<file path="config.mk">
export PLATFORM = sky130hd
export DESIGN_NAME = sata_fis_tx_mux
export DESIGN_NICKNAME = d
export VERILOG_FILES = /design/src/rtl/sata_fis_tx_mux.sv
export SDC_FILE = /design/constraint.sdc
export NUM_CORES = 1
export LEC_CHECK = 0
export CAP_MARGIN = 20
export CORE_ASPECT_RATIO = 1.25
export CORE_UTILIZATION = 33
export CTS_BUF_LIST = sky130_fd_sc_hd__clkbuf_8
export DETAILED_ROUTE_END_ITERATION = 8
export GPL_TIMING_DRIVEN = 0
export MAX_ROUTING_LAYER = met4
export PLACE_DENSITY = 0.83
export SLEW_MARGIN = 25
export SYNTH_ARGS = -nofsm -noshare
export SYNTH_HDL_FRONTEND = slang
export SYNTH_SLANG_ARGS = --single-unit
</file>
<file path="constraint.sdc">
create_clock -name clk -period 2.11 [get_ports clk]
set_clock_uncertainty 0.2 [all_clocks]
set_input_delay 0.211 -clock clk [delete_from_list [all_inputs] [get_ports clk]]
set_output_delay 0.211 -clock clk [all_outputs]
set_load 0.02 [all_outputs]
</file>
<file path="src/rtl/sata_fis_tx_mux.sv">
// Transmit-side FIS multiplexer: merges Register H2D, Data payload and other
// frames onto one link stream, inserting Data FIS headers and splitting long payloads.
module sata_fis_tx_mux #(
    parameter int MAX_DATA_DWORDS = 2048
) (
    input  logic        clk,
    input  logic        reset,

    input  logic [31:0] reg_dat,
    input  logic        reg_val,
    input  logic        reg_eop,
    input  logic        reg_err,
    output logic        reg_rdy,

    input  logic [31:0] data_dat,
    input  logic        data_val,
    input  logic        data_eop,
    input  logic        data_err,
    output logic        data_rdy,

    input  logic [31:0] default_dat,
    input  logic        default_val,
    input  logic        default_eop,
    input  logic        default_err,
    output logic        default_rdy,

    output logic [31:0] tx_dat,
    output logic        tx_val,
    output logic        tx_eop,
    output logic        tx_err,
    input  logic        tx_rdy
);

    localparam logic [2:0] S_IDLE     = 3'd0;
    localparam logic [2:0] S_REG      = 3'd1;
    localparam logic [2:0] S_DEFAULT  = 3'd2;
    localparam logic [2:0] S_DATA_HDR = 3'd3;
    localparam logic [2:0] S_DATA     = 3'd4;

    localparam logic [31:0] DATA_FIS_HDR = 32'h0000_0046;
    localparam logic [11:0] CNT_LAST     = 12'(MAX_DATA_DWORDS - 1);

    logic [2:0]  state, state_nxt;
    logic [11:0] cnt, cnt_nxt;
    logic        data_last;

    // The limit word closes the FIS even if the source payload continues.
    assign data_last = data_eop | (cnt == CNT_LAST);

    always_comb begin
        tx_dat      = '0;
        tx_val      = 1'b0;
        tx_eop      = 1'b0;
        tx_err      = 1'b0;
        reg_rdy     = 1'b0;
        data_rdy    = 1'b0;
        default_rdy = 1'b0;
        case (state)
            S_REG: begin
                tx_dat  = reg_dat;
                tx_val  = reg_val;
                tx_eop  = reg_eop;
                tx_err  = reg_err;
                reg_rdy = tx_rdy;
            end
            S_DEFAULT: begin
                tx_dat      = default_dat;
                tx_val      = default_val;
                tx_eop      = default_eop;
                tx_err      = default_err;
                default_rdy = tx_rdy;
            end
            S_DATA_HDR: begin
                tx_dat = DATA_FIS_HDR;
                tx_val = 1'b1;
            end
            S_DATA: begin
                tx_dat   = data_dat;
                tx_val   = data_val;
                tx_eop   = data_last;
                tx_err   = data_err;
                data_rdy = tx_rdy;
            end
            default: ;
        endcase
    end

    always_comb begin
        state_nxt = state;
        cnt_nxt   = cnt;
        case (state)
            S_IDLE: begin
                if (reg_val)
                    state_nxt = S_REG;
                else if (default_val)
                    state_nxt = S_DEFAULT;
                else if (data_val)
                    state_nxt = S_DATA_HDR;
            end
            S_REG: begin
                if (reg_val && tx_rdy && reg_eop)
                    state_nxt = S_IDLE;
            end
            S_DEFAULT: begin
                if (default_val && tx_rdy && default_eop)
                    state_nxt = S_IDLE;
            end
            S_DATA_HDR: begin
                if (tx_rdy) begin
                    state_nxt = S_DATA;
                    cnt_nxt   = '0;
                end
            end
            S_DATA: begin
                if (data_val && tx_rdy) begin
                    if (data_last)
                        state_nxt = S_IDLE;
                    else
                        cnt_nxt = cnt + 12'd1;
                end
            end
            default: state_nxt = S_IDLE;
        endcase
    end

    always_ff @(posedge clk or posedge reset) begin
        if (reset) begin
            state <= S_IDLE;
            cnt   <= '0;
        end else begin
            state <= state_nxt;
            cnt   <= cnt_nxt;
        end
    end

endmodule

</file>
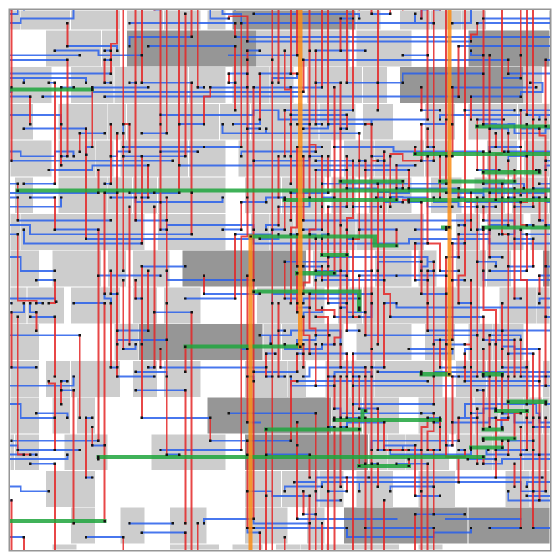
run_1/closeup.png
Window x 13 to 53, y 5 to 45 um. Cells in gray, sequential cells in the stronger gray; small squares are vias.
legend:
  M1:
    color: blue
  M4:
    color: orange
  M3:
    color: green
  M2:
    color: red
sequential cells in the window: 10
most frequent: nand2_1 (13), clkdlybuf4s50_1 (13)
cells with their middle in the window: 149
netlist names of flops here include: `cnt` (8), `state` (2)

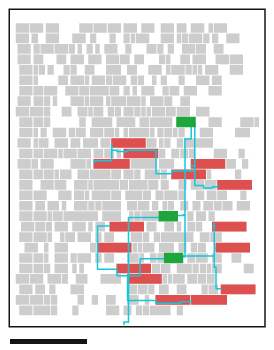
run_1/clock_wires.png
The bar under the picture is 20 um long.
legend:
  flip-flops:
    color: red
    count: 15
  clock wires:
    color: cyan
    length: 254 um
  clock-net drivers:
    color: green
    count: 3
routed clock nets: 4

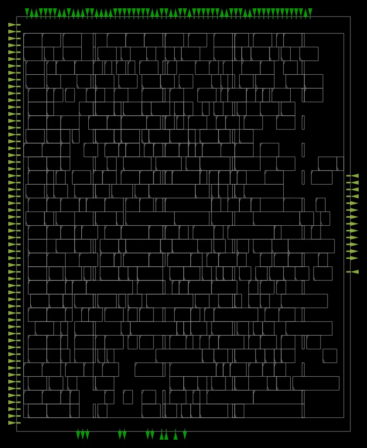
run_1/placed.png
Flops: 15
tap cell count: 60
standard cell core area: 4830 um^2
fillers: 402
std cell rows: 28

run 1: critical path: stages, from the launching register on:
cell and delay [ns]:
sky130_fd_sc_hd__dfrtp_2 0.42, sky130_fd_sc_hd__buf_4 0.13, sky130_fd_sc_hd__nor2b_4 0.21, sky130_fd_sc_hd__clkbuf_8 0.20, sky130_fd_sc_hd__a22oi_1 0.09, sky130_fd_sc_hd__o21ai_0 0.20, sky130_fd_sc_hd__buf_2 0.21
run 1: cell usage after synthesis, drive strengths merged (3+ instances only):
cell type	number	area, um^2
o31ai	11	82.6
nand4	6	37.5
a31oi	7	50.1
nand3	5	25.0
inv	5	18.8
nor2b	3	18.8
dfrtp	15	375
and3	3	23.8
nand2	42	160
clkbuf	11	41.3
a22oi	30	225
nor2	6	22.5
o21ai	45	225
a21oi	8	40.0
a21o	3	22.5
buf	13	76.3
run 1: how the worst min path moves through the flow:
stage	from	cells after the start	end	slack [ns]
floorplan	reset	1	cnt[0]	-0.09
global placement	cnt[10]	1	cnt[10]	0.29
detailed placement	cnt[10]	1	cnt[10]	0.29
CTS	reset	2	cnt[7]	0.16
global route	reset	2	cnt[8]	0.19
finish	reset	2	cnt[8]	0.11
run 1: cell families (layout without fill, tap and decap cells):
kind of cell    after synthesis  in the layout  share of synthesized area, %
buf+inv                      29            190                          8.03
compound gates              113            113                          42.3
fa+ha+maj                     1              1                         0.737
simple gates                 83             83                          26.8
flops                        15             15                          22.1
run 1: cell type report:
type / instances / share of cell area [%]
plain buffers: 23 / 6.43
clock buffers: 3 / 1.20
clock inverters: 1 / 0.146
inverters: 5 / 0.548
multi-input cells: 197 / 37.3
flip-flops and latches: 15 / 11.0
well taps: 60 / 2.19
repair buffers: 158 / 41.2
run 1: registers in the layout, summed over array words and instances (netlist names):
signal,count
state,3
cnt,12
==> tab_implementation.tex, run 1 <==
% Generated from flow reports
\begin{tabular}{lr}
\hline
Metric & Value \\
\hline
\multicolumn{2}{l}{\textbf{Routing}} \\
\quad Routed wirelength normalized by instance count & 17.4 um \\
\quad Total met3 wirelength after detailed routing & 590 um \\
\quad Highest routed layer & met4 \\
\multicolumn{2}{l}{\textbf{Worst setup path}} \\
\quad Setup crit end & tx\_dat[25] \\
\quad Capture instance of the worst register-to-register path & cnt[0] \\
\quad Data required time at the worst endpoint & 1.70 ns \\
\quad Worst setup path class & reg -> out \\
\multicolumn{2}{l}{\textbf{Timing}} \\
\quad Final worst slack & -0.0135 ns \\
\quad Final count of negative-setup-slack endpoints & 1 \\
\multicolumn{2}{l}{\textbf{Floorplanning}} \\
\quad Die width & $\sim$66 um \\
\multicolumn{2}{l}{\textbf{Final layout}} \\
\quad Proportion of layout cells with a drive suffix above 1 & 24.6\% \\
\quad Final std cells w/o fill & 462 \\
\multicolumn{2}{l}{\textbf{Run status}} \\
\quad Failing checks & negative setup slack \\
\quad Status & finished, violations left \\
\multicolumn{2}{l}{\textbf{Synth}} \\
\quad Register area share after synthesis & 22.1\% \\
\quad Mean instance size in the synthesized netlist & 7.05 um\^{}2 \\
\multicolumn{2}{l}{\textbf{Power and ir drop}} \\
\quad Clock net power & 0.250 mW \\
\quad Reg power frac & 10.7\% \\
\multicolumn{2}{l}{\textbf{Job}} \\
\quad Total tool warning count & 27 \\
\multicolumn{2}{l}{\textbf{Placed design}} \\
\quad Post-Place Cell Area & 3210 um\^{}2 \\
\hline
\end{tabular}
--- run 2 (diff from run 1) ---
HOLD_SLACK_MARGIN = 0.02   (was not set)
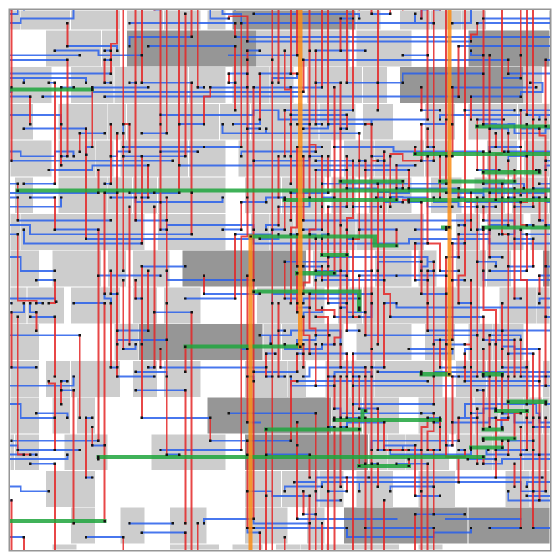
run_2/closeup.png
Window x 13 to 53, y 5 to 45 um. Cells in gray, sequential cells in the stronger gray; small squares are vias.
legend:
  M4:
    color: orange
  M2:
    color: red
  M1:
    color: blue
  M3:
    color: green
sequential cells in the window: 10
most frequent: nand2_1 (13), clkdlybuf4s50_1 (13)
netlist names of flops here include: `cnt` (8), `state` (2)
cells with their middle in the window: 149

==> run 2 against run 1 <==
  * The run still ends with negative setup slack left
  * Register-to-register slack about the same
  * Die area did not move
  * Sequential power is essentially flat
  * Sequential share of layout area stayed put
  * Largest power group unchanged
  * Setup slack is the same
  * Utilization is the same
  * Combinational power is essentially flat
  * Global-route usage is the same
==> tab_implementation.tex, run 2 <==
% Generated from flow reports
\begin{tabular}{lr}
\hline
Metric & Value \\
\hline
\multicolumn{2}{l}{\textbf{Run status}} \\
\quad Status & finished, violations left \\
\quad Failing checks & negative setup slack \\
\multicolumn{2}{l}{\textbf{GRT}} \\
\quad Initial antenna violation count & 0 \\
\multicolumn{2}{l}{\textbf{Timing}} \\
\quad Final count of negative-setup-slack endpoints & 1 (unchanged) \\
\quad Number of pins with negative max-slew slack in the final report & 0 \\
\quad Final worst slack & -0.0135 ns (unchanged) \\
\multicolumn{2}{l}{\textbf{Worst setup path}} \\
\quad Slowest cell on the critical path & sky130\_fd\_sc\_hd\_\_dfrtp\_2 \\
\quad Data required time at the worst endpoint & 1.70 ns (about the same) \\
\quad Worst reg2reg setup slack & 0.15 ns \\
\quad Worst setup path class & reg -> out \\
\quad Worst path cell trace & buf\_4 > nor2b\_4 > clkbuf\_8 > a22oi\_1 > o21ai\_0 > buf\_2 \\
\quad Largest incremental delay on the critical path & 0.42 ns (about the same) \\
\quad Capture instance of the worst register-to-register path & cnt[0] \\
\multicolumn{2}{l}{\textbf{Power and ir drop}} \\
\quad Reg power frac & 10.7\% (about the same) \\
\quad Sequential Power & 0.397 mW \\
\quad Clock net power & 0.250 mW (about the same) \\
\quad Switching share of power & 51.0\% \\
\multicolumn{2}{l}{\textbf{Synth}} \\
\quad Library cell occupying the most area in the post-synthesis netlist & sky130\_fd\_sc\_hd\_\_dfrtp\_1 \\
\quad Register area share after synthesis & 22.1\% (unchanged) \\
\quad Post-synth top cells & sky130\_fd\_sc\_hd\_\_o21ai\_0, sky130\_fd\_sc\_hd\_\_nand2\_1, sky130\_fd\_sc\_hd\_\_a22oi\_1, sky130\_fd\_sc\_hd\_\_dfrtp\_1 \\
\quad Cell area leaders & sky130\_fd\_sc\_hd\_\_dfrtp\_1, sky130\_fd\_sc\_hd\_\_a22oi\_1, sky130\_fd\_sc\_hd\_\_o21ai\_0 \\
\quad Dominant cell area share & 22.1\% (unchanged) \\
\quad Top-count cell post-synth & sky130\_fd\_sc\_hd\_\_o21ai\_0 \\
\quad Mean instance size in the synthesized netlist & 7.05 um\^{}2 (unchanged) \\
\multicolumn{2}{l}{\textbf{Routing}} \\
\quad DRT Pass-1 Iters & 5 \\
\quad Routed wirelength normalized by instance count & 17.4 um (unchanged) \\
\multicolumn{2}{l}{\textbf{Final layout}} \\
\quad Final std cells w/o fill & 462 (unchanged) \\
\quad Leading registers by flop count & cnt: 12 flops, state: 3 flops \\
\quad Reg with most FFs & cnt \\
\quad Proportion of layout cells with a drive suffix above 1 & 24.6\% (unchanged) \\
\quad Largest register FFs & 12 (unchanged) \\
\multicolumn{2}{l}{\textbf{Hold path}} \\
\quad Worst hold path class & in -> async \\
\multicolumn{2}{l}{\textbf{Placed design}} \\
\quad Post-Place Cell Area & 3210 um\^{}2 (unchanged) \\
\multicolumn{2}{l}{\textbf{Floorplanning}} \\
\quad Std cell rows & 28 (unchanged) \\
\quad Standard cell core area & 4830 um\^{}2 (unchanged) \\
\quad Die width & 66.2 um (unchanged) \\
\multicolumn{2}{l}{\textbf{Job}} \\
\quad Total tool warning count & 27 (unchanged) \\
\hline
\end{tabular}
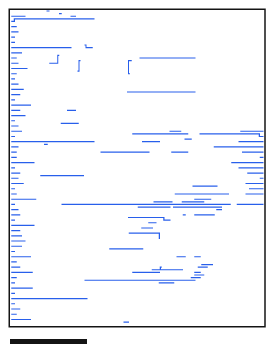
run_2/m3.png
The bar under the picture is 20 um long.
main direction: horizontal
nets with wire on the layer: 106
aggregate routed wire length: 8020 um
Global Route met3 Usage: 3.02%
Via Count: 2651

==> run 2: repair_timing <==
item | in CTS | in global routing
gates resized | 217 | 41
endpoints found under the setup margin | 38 | 37
hold buffers | 0 | 0
pin swaps | 6 | 3
gates cloned | 0 | 2
setup buffers | 6 | 6
==> run 2: layer usage <==
metal,routed length (um),up-vias,GRT usage [%],part of all wire [%]
li1,-,1236,-,-
met1,3020,1243,34.7,38
met2,4230,157,48.1,53
met3,590,15,3.02,7.4
met4,179,0,7.45,2.2
met5,0,-,-,0
==> run 2: cells by family after synthesis <==
family                     synth area share [%]
buffers and inverters                      8.03
and+or+nand+nor                            26.8
AOI/OAI and AO/OA                          42.3
DFF                                        22.1
adders and majority gates                 0.737
==> run 2: worst max path at each step <==
stage             start  cells after the start          end  slack (ns)
3_3_place_gp   state[0]                      6   tx_dat[22]       -0.71
2_1_floorplan  state[0]                      5    tx_dat[0]        0.04
4_1_cts        state[0]                      4  default_rdy       0.003
3_5_place_dp   state[0]                      6   tx_dat[27]       -0.74
5_1_grt        state[2]                      7   tx_dat[18]       -0.04
6_report       state[2]                      6   tx_dat[25]       -0.01
==> run 2: cell type report <==
type                    count  area [um^2]
fillers                   402         1410
inverters                   5         18.8
multi-input cells         197         1280
flip-flops and latches     15          378
clock buffers               3         41.3
plain buffers              23          220
repair buffers            158         1410
well taps                  60         75.1
clock inverters             1         5.00
==> run 2: critical path: cells and delay by family, from the launching register on <==
kind | cells | cell delay [ns]
compound gates | 2 | 0.29
buf+inv | 3 | 0.54
flops | 1 | 0.42
simple gates | 1 | 0.21
No activity file was given, so power comes from the tool's default toggle rates.
